Figure 1. Nets reached from selected ports.
Bar = 50 um.
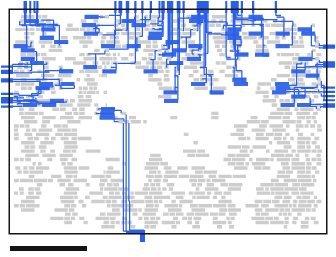
Figure 2. Pin placement.
Bar = 50 um. Pins as bars across the die edge, other pins in gray.
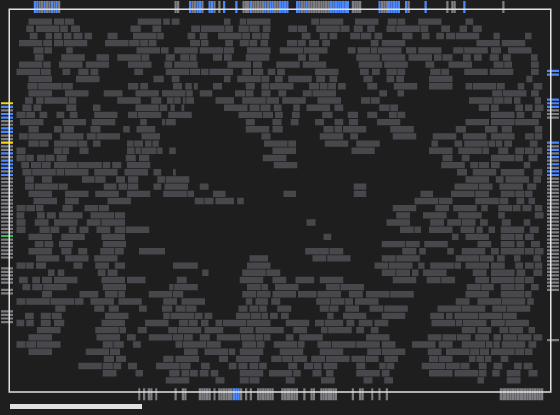
Figure 3. Met1 routing.
Supply wires on this layer in gray.
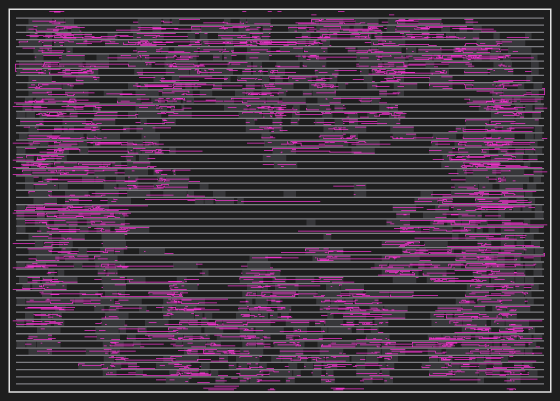
Figure 4. Routing congestion.
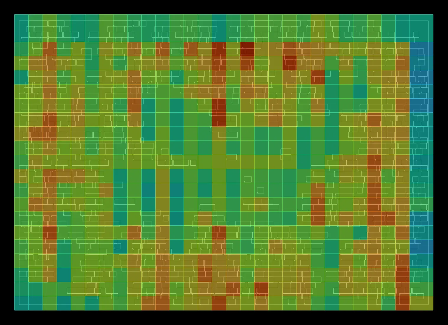
`src/rtl/cardinal_nic.sv`:
```
`default_nettype none
// ============================================================================
//  Module   : cardinal_nic
//  Purpose  : Memory-mapped network interface for one ring node. Bridges CPU
//             register accesses to the router port through a one-entry input
//             buffer (router -> CPU) and a one-entry output buffer
//             (CPU -> router), each with a CPU-readable full flag.
//  Ports    : clk, reset (async, active-low)
//             addr/d_in/d_out/nicEn/nicWrEn  - CPU register port
//               addr 00 input buffer, 01 input status,
//               addr 10 output buffer, 11 output status
//             net_si/net_ri/net_di           - router -> NIC packet port
//             net_so/net_ro/net_do           - NIC -> router packet port
//             net_polarity                   - router's current VC polarity
//  Revision : 1.0 - initial release
// ============================================================================
module cardinal_nic #(
  parameter int DATA_W = 64,
  parameter int ADDR_W = 2
) (
  input  logic              clk,
  input  logic              reset,
  input  logic [0:ADDR_W-1] addr,
  input  logic [0:DATA_W-1] d_in,
  output logic [0:DATA_W-1] d_out,
  input  logic              nicEn,
  input  logic              nicWrEn,
  input  logic              net_si,
  output logic              net_ri,
  input  logic [0:DATA_W-1] net_di,
  output logic              net_so,
  input  logic              net_ro,
  output logic [0:DATA_W-1] net_do,
  input  logic              net_polarity
);

  localparam logic [ADDR_W-1:0] C_ADDR_IN_BUF  = ADDR_W'(0);
  localparam logic [ADDR_W-1:0] C_ADDR_IN_STAT = ADDR_W'(1);
  localparam logic [ADDR_W-1:0] C_ADDR_OUT_BUF = ADDR_W'(2);
  localparam logic [ADDR_W-1:0] C_ADDR_OUT_STAT = ADDR_W'(3);

  logic [0:DATA_W-1] in_buf_q,  in_buf_d;
  logic              in_full_q, in_full_d;
  logic [0:DATA_W-1] out_buf_q, out_buf_d;
  logic              out_full_q, out_full_d;
  logic [0:DATA_W-1] d_out_q,   d_out_d;
  logic [0:DATA_W-1] net_do_q,  net_do_d;
  logic              net_so_q,  net_so_d;

  logic              w_rd;
  logic              w_wr;
  logic              w_accept;
  logic              w_send;

  assign w_rd     = nicEn & ~nicWrEn;
  assign w_wr     = nicEn &  nicWrEn;
  assign w_accept = net_si & ~in_full_q;
  // Bit 0 of the packet carries its virtual channel; it may only leave on
  // a cycle where the router's external polarity matches.
  assign w_send   = out_full_q & net_ro & (out_buf_q[0] == net_polarity);

  always_comb begin
    in_buf_d   = in_buf_q;
    in_full_d  = in_full_q;
    out_buf_d  = out_buf_q;
    out_full_d = out_full_q;
    d_out_d    = d_out_q;
    net_do_d   = net_do_q;
    net_so_d   = w_send;

    if (w_rd) begin
      unique case (addr)
        C_ADDR_IN_BUF: begin
          d_out_d   = in_buf_q;
          in_full_d = 1'b0;
        end
        C_ADDR_IN_STAT:  d_out_d = {{(DATA_W-1){1'b0}}, in_full_q};
        C_ADDR_OUT_BUF:  d_out_d = '0;
        C_ADDR_OUT_STAT: d_out_d = {{(DATA_W-1){1'b0}}, out_full_q};
        default:         d_out_d = d_out_q;
      endcase
    end

    // Accept only happens while empty, so it never races the read-clear.
    if (w_accept) begin
      in_buf_d  = net_di;
      in_full_d = 1'b1;
    end

    // Send only happens while full, and the write is judged on the pre-edge
    // flag, so a write colliding with a send is dropped.
    if (w_send) begin
      net_do_d   = out_buf_q;
      out_full_d = 1'b0;
    end

    if (w_wr && (addr == C_ADDR_OUT_BUF) && !out_full_q) begin
      out_buf_d  = d_in;
      out_full_d = 1'b1;
    end
  end

  always_ff @(posedge clk or negedge reset) begin
    if (!reset) begin
      in_buf_q   <= '0;
      in_full_q  <= 1'b0;
      out_buf_q  <= '0;
      out_full_q <= 1'b0;
      d_out_q    <= '0;
      net_do_q   <= '0;
      net_so_q   <= 1'b0;
    end else begin
      in_buf_q   <= in_buf_d;
      in_full_q  <= in_full_d;
      out_buf_q  <= out_buf_d;
      out_full_q <= out_full_d;
      d_out_q    <= d_out_d;
      net_do_q   <= net_do_d;
      net_so_q   <= net_so_d;
    end
  end

  assign net_ri = ~in_full_q;
  assign d_out  = d_out_q;
  assign net_do = net_do_q;
  assign net_so = net_so_q;

endmodule
`default_nettype wire

```
`config.mk`:
```
export PLATFORM = sky130hd
export DESIGN_NAME = cardinal_nic
export DESIGN_NICKNAME = d
export VERILOG_FILES = /design/src/rtl/cardinal_nic.sv
export SDC_FILE = /design/constraint.sdc
export NUM_CORES = 1
export LEC_CHECK = 0
export CAP_MARGIN = 0
export CORE_ASPECT_RATIO = 0.7
export CORE_MARGIN = 2
export CORE_UTILIZATION = 35
export CTS_BUF_LIST = sky130_fd_sc_hd__clkbuf_2 sky130_fd_sc_hd__clkbuf_4 sky130_fd_sc_hd__clkbuf_8
export CTS_CLUSTER_DIAMETER = 80
export CTS_CLUSTER_SIZE = 24
export DETAILED_ROUTE_END_ITERATION = 8
export PLACE_DENSITY_LB_ADDON = 0.2
export SYNTH_ARGS = -nofsm -noshare
export SYNTH_HDL_FRONTEND = slang
export SYNTH_SLANG_ARGS = --single-unit
```
`constraint.sdc`:
```
create_clock -name clk -period 1.8 [get_ports clk]
set_clock_uncertainty 0.15 [all_clocks]
set_input_delay 0.36 -clock clk [delete_from_list [all_inputs] [get_ports clk]]
set_output_delay 0.36 -clock clk [all_outputs]
set_load 0.005 [all_outputs]
```
==> CHANGELOG.md <==
### Metrics

* Clock root buffer: clkbuf_8
* Worst path cell trace: dlygate4sd2_1
* Count of endpoints failing hold in the final timing report at 0
* CTS Sinks at around 260
* Peak clock frequency supported by timing at between 500 and 600 MHz
* Max IR drop VDD at 0.561 mV
* Antenna violation net count after detailed routing at 0
* Worst endpoint data arrival time at between 1000 and 1500 ps
* Instance count on the critical path at 1
* Slew at the pin closest to its max-slew limit at 477 ps
* Router iterations before antenna repair at 4
* Setup TNS at 0 ps
* Delay of the slowest cell on the worst path at roughly 430 ps
* GRT Total Usage at 15.8%
* Horizontal extent of the die at just over 200 um
* Critical path class: reg -> out
* Yosys warning tally at 0
* Insertion delay to the later sink of the worst-skew pair at 530 ps
* Final net count at ~1,000
* Syn nets at 701
* Number of vias per cell after detailed routing at roughly 4.7
* Leakage power figure at ~6.7 nW
* Area after detailed placement at between 0.01 and 0.015 mm^2
* Final Worst Setup Slack at a little over 60 ps
* Number of levels the H-tree was split into at 1
* First-pass GRT wire length at around 37 mm
* Util after Layout at between 40% and 50%
* Reg clk slew, reported paths at between 100 and 150 ps
* Maximum fanout along the worst path at 2
* CP delay by family, top: flip-flops
* Fill count at about 2,400
* Total of endpoints with negative setup slack in the final report at 0
* Status: complete, no violations
* # IOs at 267
* Initial antenna violation count at 1
* Cell count after synthesis at between 500 and 600
* Worst R2R Path Depth at 4
* Unrepaired setup endpoints after global routing: no
* Kind of end point of the critical path: primary output
* Final RePlAce weighted congestion at ~0.79
* Chip height at ~140 um
* Worst hold path class: in -> async
* Maximum count of clock buffers along a single path at 3
* Placeable core area at about 0.028 mm^2
* Most instantiated logic cell after routing: dfrtp_1
## Picture notes: Figure 1
d_out -> blue  # direction output, end cells 64, buffers 64, wire 2,480 um

## Picture notes: Figure 2
net_so -> green  # pins 1, direction output, edge left
addr -> yellow  # pins 2, direction input, edge left
d_out -> blue  # pins 64, direction output, edge 40 top, 11 right, 10 left, 3 bottom

## Picture notes: Figure 3
share of all routed wire = 45%
longest straight run = 60.3 um
nets with wire on the layer = 937
total number of vias: 5,993
met1 capacity usage during global routing: 22.3%
final WL: 23.9 mm

## Picture notes: Figure 4
met2 usage: 25.1%
routed len/inst: 18.7 um

[power breakdown]
part / leakage (nW) / total (mW) / switching, mW / internal, mW
Clock: 0.127 / 2.66 / 1.73 / 0.934
Sequential: 3.21 / 9.52 / 1.31 / 8.21
Combinational: 3.33 / 6.59 / 2.04 / 4.55
Total: 6.66 / 18.8 / 5.08 / 13.7
[cells by family (layout without fill, tap and decap cells)]
logic type	after synthesis	in the layout	synth area share (%)
DFF	259	259	65.7
muxes	193	193	25.4
AOI/OAI and AO/OA	67	67	5.86
buffers and inverters	37	378	2.42
and+or+nand+nor	7	7	0.545
xor gates and xnor gates	1	1	0.0888
other	0	1	0
[worst paths after layout]
path                                   start             to  slack, ps
worst max-delay path               net_do[1]      net_do[1]         60
worst min-delay path                   reset  out_buf_q[31]        180
worst max register to register  out_buf_q[0]     net_do[63]         80
worst min register to register  in_buf_q[12]      d_out[12]        350
max in group asynchronous              reset      d_out[52]        680
min in group clk                     d_in[2]   out_buf_q[2]        280
[stage by stage]
stage	hold slack (ps)	cells	power, mW
after global placement	164	1203	16.1
after global routing	195	1277	19.9
after floorplan	-85.6	564	12.9
final	178	1277	18.8
after detailed placement	172	1203	16.4
after CTS	186	1273	19.0
[flip-flops by register name, indices dropped and copies added, names as in the netlist]
name	flops
net_so	1
in_buf_q	64
out_full_q	1
d_out	64
net_do	64
in_full_q	1
out_buf_q	64
[timing repair]
action,CTS,global route
setup buffers,51,3
gates cloned,1,0
setup endpoints to repair,170,22
hold buffers,1,0
pin swaps,1,1
gates resized,134,19
endpoints found under the hold margin,191,0
[synth_stat cells]
cell	instances	area, um^2
dfrtp_1	259	6480
mux2_2	104	1170
mux2_4	89	1340
a22o_1	63	552
buf_2	17	85.1
buf_6	10	113
buf_1	5	18.8
inv_1	3	11.3
nor2_1	2	7.51
a21oi_1	1	5.00
a221oi_1	1	8.76
and3_4	1	11.3
buf_4	1	7.51
clkbuf_1	1	3.75
nand2b_1	1	6.26
nand4_1	1	6.26
nor2b_1	1	6.26
nor3_4	1	16.3
o21ai_0	1	5.00
o21bai_1	1	7.51
xnor2_1	1	8.76
[metal layers]
metal | routed length [um] | global-route usage, % | share of wire, %
met3 | 1420 | 3.49 | 5.9
met5 | 0 | 0 | 0
met4 | 489 | 3.51 | 2.0
met1 | 10800 | 22.3 | 45
met2 | 11200 | 25.1 | 47
[area by class of cell]
type                            instances  area (um^2)  area share [%]
Timing Repair Buffer                  358         3390            24.6
Clock buffer                           16          214            1.55
Sequential cell                       259         6480            47.1
Tap cell                              371          464            3.37
Clock inverter                          1         30.0           0.218
Multi-Input combinational cell        268         3160            23.0
Antenna cell                            1         2.50          0.0182
Inverter                                3         11.3          0.0818
No activity file was given, so power comes from the tool's default toggle rates.
